==> src/rtl/sync_fifo_flags.sv <==
// Single-clock FIFO with occupancy count, almost-full/almost-empty thresholds and overflow/underflow pulses.
// FWFT=0: data_out registered, one cycle after an accepted read; FWFT=1: head word visible with zero latency.
`timescale 1ns/1ps
module sync_fifo_flags #(
    parameter int DATA_WIDTH = 8,
    parameter int DEPTH      = 8,
    parameter int AF_THRESH  = 6,
    parameter int AE_THRESH  = 2,
    parameter int FWFT       = 0
) (
    input  logic                         clk,
    input  logic                         rst,
    input  logic                         w_en,
    input  logic                         r_en,
    input  logic [DATA_WIDTH-1:0]        data_in,
    output logic [DATA_WIDTH-1:0]        data_out,
    output logic                         full,
    output logic                         empty,
    output logic                         almost_full,
    output logic                         almost_empty,
    output logic [$clog2(DEPTH+1)-1:0]   count,
    output logic                         overflow,
    output logic                         underflow
);

    localparam int CW = $clog2(DEPTH+1);
    localparam int PW = $clog2(DEPTH);

    if (DEPTH < 2) begin : g_bad_depth
        $fatal(1, "sync_fifo_flags: DEPTH must be >= 2");
    end
    if (AF_THRESH < 1 || AF_THRESH > DEPTH) begin : g_bad_af
        $fatal(1, "sync_fifo_flags: AF_THRESH must be in 1..DEPTH");
    end
    if (AE_THRESH < 0 || AE_THRESH > DEPTH-1) begin : g_bad_ae
        $fatal(1, "sync_fifo_flags: AE_THRESH must be in 0..DEPTH-1");
    end

    logic [DATA_WIDTH-1:0] mem_q [DEPTH];
    logic [PW-1:0]         wr_ptr_q, wr_ptr_d;
    logic [PW-1:0]         rd_ptr_q, rd_ptr_d;
    logic [CW-1:0]         count_q, count_d;
    logic                  overflow_q, underflow_q;
    logic                  rd_ok, wr_ok;

    // Explicit compare-and-wrap so non-power-of-two depths never index past the array.
    function automatic logic [PW-1:0] ptr_inc(input logic [PW-1:0] p);
        return (p == PW'(DEPTH-1)) ? '0 : p + 1'b1;
    endfunction

    assign empty        = (count_q == '0);
    assign full         = (count_q == CW'(DEPTH));
    assign almost_full  = (count_q >= CW'(AF_THRESH));
    assign almost_empty = (count_q <= CW'(AE_THRESH));
    assign count        = count_q;
    assign overflow     = overflow_q;
    assign underflow    = underflow_q;

    // A read frees a slot in the same cycle, so a full FIFO still accepts a paired write.
    assign rd_ok = r_en && !empty;
    assign wr_ok = w_en && (!full || rd_ok);

    always_comb begin
        wr_ptr_d = wr_ptr_q;
        rd_ptr_d = rd_ptr_q;
        count_d  = count_q;
        if (wr_ok) wr_ptr_d = ptr_inc(wr_ptr_q);
        if (rd_ok) rd_ptr_d = ptr_inc(rd_ptr_q);
        case ({wr_ok, rd_ok})
            2'b10:   count_d = count_q + 1'b1;
            2'b01:   count_d = count_q - 1'b1;
            default: count_d = count_q;
        endcase
    end

    always_ff @(posedge clk) begin
        if (rst) begin
            wr_ptr_q    <= '0;
            rd_ptr_q    <= '0;
            count_q     <= '0;
            overflow_q  <= 1'b0;
            underflow_q <= 1'b0;
        end else begin
            wr_ptr_q    <= wr_ptr_d;
            rd_ptr_q    <= rd_ptr_d;
            count_q     <= count_d;
            overflow_q  <= w_en && !wr_ok;
            underflow_q <= r_en && !rd_ok;
        end
    end

    always_ff @(posedge clk) begin
        if (!rst && wr_ok) mem_q[wr_ptr_q] <= data_in;
    end

    if (FWFT != 0) begin : g_fwft
        assign data_out = empty ? '0 : mem_q[rd_ptr_q];
    end else begin : g_reg
        logic [DATA_WIDTH-1:0] data_out_q, data_out_d;

        always_comb begin
            data_out_d = data_out_q;
            if (rd_ok) data_out_d = mem_q[rd_ptr_q];
        end

        always_ff @(posedge clk) begin
            if (rst) data_out_q <= '0;
            else     data_out_q <= data_out_d;
        end

        assign data_out = data_out_q;
    end

endmodule

==> config.mk <==
export PLATFORM = sky130hd
export DESIGN_NAME = sync_fifo_flags
export DESIGN_NICKNAME = d
export VERILOG_FILES = /design/src/rtl/sync_fifo_flags.sv
export SDC_FILE = /design/constraint.sdc
export NUM_CORES = 1
export LEC_CHECK = 0
export ABC_AREA = 1
export ABC_CLOCK_PERIOD_IN_PS = 2500
export CAP_MARGIN = 20
export CORE_MARGIN = 2
export CORE_UTILIZATION = 30
export CTS_BUF_LIST = sky130_fd_sc_hd__clkbuf_4 sky130_fd_sc_hd__clkbuf_8
export DETAILED_ROUTE_END_ITERATION = 12
export PLACE_DENSITY_LB_ADDON = 0.1
export SETUP_SLACK_MARGIN = 0.02
export SLEW_MARGIN = 20
export SYNTH_ARGS = -nofsm -noshare
export SYNTH_HDL_FRONTEND = slang
export SYNTH_SLANG_ARGS = --single-unit
export TNS_END_PERCENT = 30
==> constraint.sdc <==
create_clock -name clk -period 2.5 [get_ports clk]
set_clock_uncertainty 0.2 [all_clocks]
set_input_delay 0.375 -clock clk [delete_from_list [all_inputs] [get_ports clk]]
set_output_delay 0.375 -clock clk [all_outputs]
set_load 0.01 [all_outputs]
### Gate families picked out

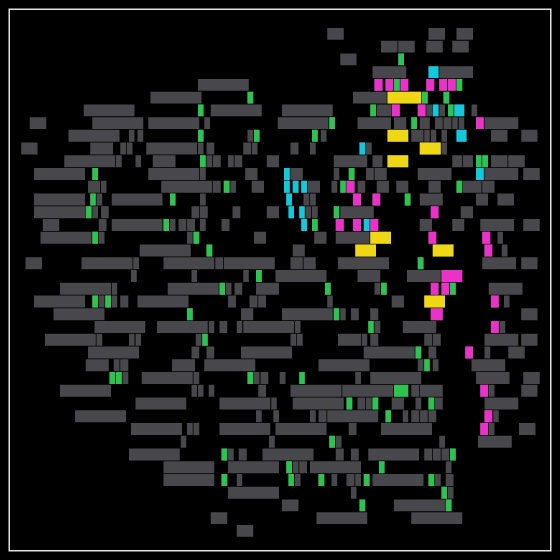
| family | colour | cells | most used |
|---|---|---|---|
| fa/ha/maj cells | yellow | 8 | ha_1 |
| inv cells | green | 68 | inv_1 |
| aoi and oai cells | magenta | 29 | a21oi_1 |
| nor cells | cyan | 15 | nor2_1 |
Final Non-Filler Cells: 601
dominant logic cell type in the layout: nand2_1
combinational share of cell area: 0.227

### Where the registers sit

The bar under the picture is 20 microns long. Other sequential cells in the stronger grey, the rest of the logic in the fainter grey.
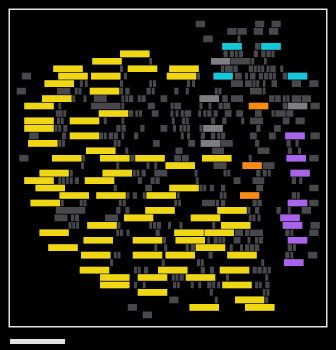
| netlist name | colour | placed flops |
|---|---|---|
| `count` | cyan | 4 |
| `mem_q` | yellow | 64 |
| `rd_ptr_q` | orange | 3 |
| `data_out` | purple | 8 |

### Routing congestion map

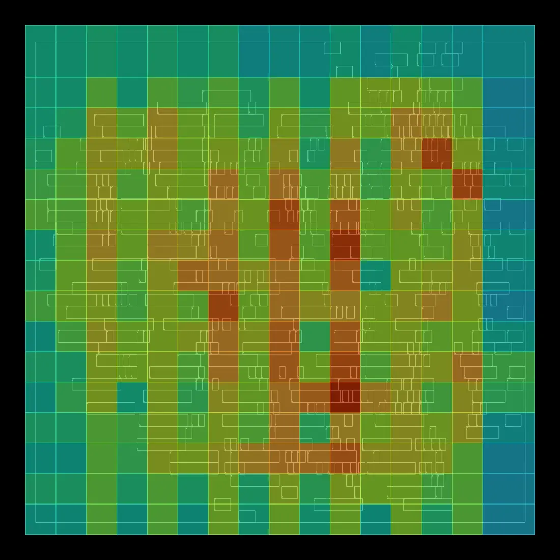
most used routing layer: met2
met1 capacity usage during global routing: 0.198
overall fraction of global-route tracks in use: 0.140
fraction of met3 tracks used by global routing: 0.0348

### Met3 routing

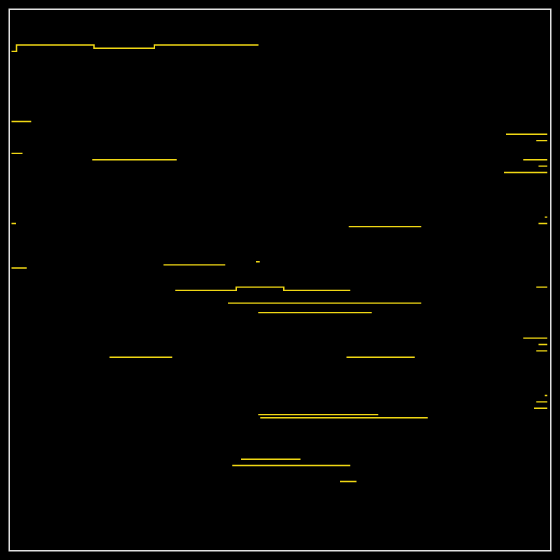
nets with wire on the layer: 27
share of all routed wire: 4.5%
longest straight run: 40.9 microns
wire length on this layer: 386 microns
via count: 2562
final routed wirelength across all metal layers: 8.59 mm

## placed cells by master (no fill, tap or decap), drive strengths merged, types with 2 or more instances in the layout
cell	netlist	routed
nand2	107	107
bufinv	0	2
inv	67	67
edfxtp	64	64
a211oi	2	2
clkbuf	1	10
clkinv	1	3
nor2	13	13
dfxtp	20	20
buf	12	24
nand3	51	51
clkdlybuf4s50	0	29
o21ai	9	9
ha	7	7
a21oi	18	18
## layer usage
layer | track usage | share of wire
met1 | 0.198 | 0.49
met2 | 0.212 | 0.45
met3 | 0.0348 | 0.045
met4 | 0.0482 | 0.010
met5 | 0 | 0
## worst min-delay path by stage
stage                                   from                  endpoint  cells past startpoint
floorplan                                rst  rd_ptr_q[1]$_SDFFE_PP0P_                      1
global placement    data_out[6]$_SDFFE_PP0P_  data_out[6]$_SDFFE_PP0P_                      2
detailed placement  data_out[2]$_SDFFE_PP0P_  data_out[2]$_SDFFE_PP0P_                      2
CTS                 data_out[2]$_SDFFE_PP0P_  data_out[2]$_SDFFE_PP0P_                      2
global route        data_out[4]$_SDFFE_PP0P_  data_out[4]$_SDFFE_PP0P_                      2
finish              data_out[2]$_SDFFE_PP0P_  data_out[2]$_SDFFE_PP0P_                      2
## power breakdown
part	switching, W	internal [W]	total, W	leakage (nW)
Combinational	0.000787	0.000559	0.00135	1.04
Sequential	0.000114	0.00162	0.00173	0.743
Clock	0.000473	0.000565	0.00104	0.106
## final cells by class
cell class,count,area [sq um],share of cell area
clock inverters,5,77.6,0.0173
well taps,168,210,0.0468
clock buffers,10,131,0.0293
flip-flops and latches,84,2320,0.517
multi-input cells,213,1020,0.227
repair buffers,53,470,0.105
inverters,68,260,0.0580
## state kept, by name (all words and copies together) (netlist names)
name,count
mem_q,64
data_out,8
count,4
rd_ptr_q,3
wr_ptr_q,3
overflow,1
underflow,1
==> flow_summary.yaml <==
# yosys + openroad results
yosys:
  synth.net_count: 398
  yosys_warnings: 0
  ys.flop_type: "edfxtp_1"
  synth_flop_count: 84
  yosys-stat-area_sq_mm: 0.00371
  synth-edff-count: 64
  synthXorXnorAreaFrac: 0.00236
  synth.logic.top_family: "simple AND/OR/NAND/NOR gates"
  fa_ha_area_frac: 0.0290
  share_of_synthesized_cell_area_in_and_or_and_or_and_compound_cells: 0.0418
  ys_top_cells_by_count: "104 x nand2_1, 64 x edfxtp_1, 64 x inv_1, 51 x nand3_1, 20 x dfxtp_1"
  synthDistinctLibCells: 27
  synth_largest_type_area_fraction: 0.518
  mux_cell_area_share: 0
  seq_area_frac_synth: 0.625
  yosysCellCount: 378
  simple_gate_share_of_the_synthesized_area: 0.201
  postSynthCellCount: 378
  syn-cell-area_sq_mm: 0.00371
worst_setup_path:
  crit_fanout: 6
  timing.setup.critical_path_class: "register to output port"
  reg2reg_slack_ns: 0.32
  critical_path.n_buffers_inverters: 2
  worstPathRequired_ns: 1.92
  endpoint_kind: "output port"
  worstSetupEndpoint: "full"
  timing.critical_path.depth: 3
  cp_data_arrival_time_ns: 1.72
  cpPeakStageDelay_ns: 0.58
  path_cells: "inv_1, nor4_1, clkdlybuf4s50_1"
  cpLargestDelayFamily: "buffers and inverters"
global_route:
  first_global_vias: 2411
  grt_antenna_before_repair: 0
  pin_count_of_the_biggest_net_entering_global_routing: 35
  global_route_wire_length_before_repair_mm: 13.6
clocking:
  tritoncts.num_buffers: 9
  cts.sinks: 84
  tritoncts_clock_tree: "done"
  cts_hold_buf: 0
  clock_tree.htree_level_count: 3
  clkSlewWorstSetupHoldPaths_ns: 0.08
  cts_root_buf: "clkbuf_8"
  post_cts.repair.setup_buffers: 0
run:
  max_cap_violations: 0
  stage_log_warnings: 26
layout:
  drive_above_1_share: 0.113
  postLayoutCoreUtil: 0.372
  antennaDiodeCount: 0
  design_area_sq_mm: 0.00449
  filler_cell_count: 1218
  design.final.nets: 449
floorplanning:
  die_height_microns: 115
  die_area_sq_mm: 0.0133
  ioPinCount: 30
  core_area_sq_mm: 0.0121
route:
  final_antenna_net_count: 0
  detail_route.drc_violations: 0
  number_of_vias_per_cell_after_detailed_routing: 4.26
placed_design:
  dpl-instance-area_sq_mm: 0.00428
  place_inst: 586
  portBuffers: 29
  detailedPlace.worstSlack_ns: 0.00164
power:
  power.density_cell_area_mw_per_mm2: 917
  overall_power_consumption_w: 0.00412
final_timing:
  relSlewSlack: 0.657
  period_used_share: 0.918
  transition_time_of_the_tightest_slew_check_pin_ns: 0.514
  fin_hold_ws_ns: 0.265
  fmaxAchievable_ghz: 0.436
  grt_setup_unrepaired: "no"
status:
  status: "finished clean"
No activity file was given, so power comes from the tool's default toggle rates.
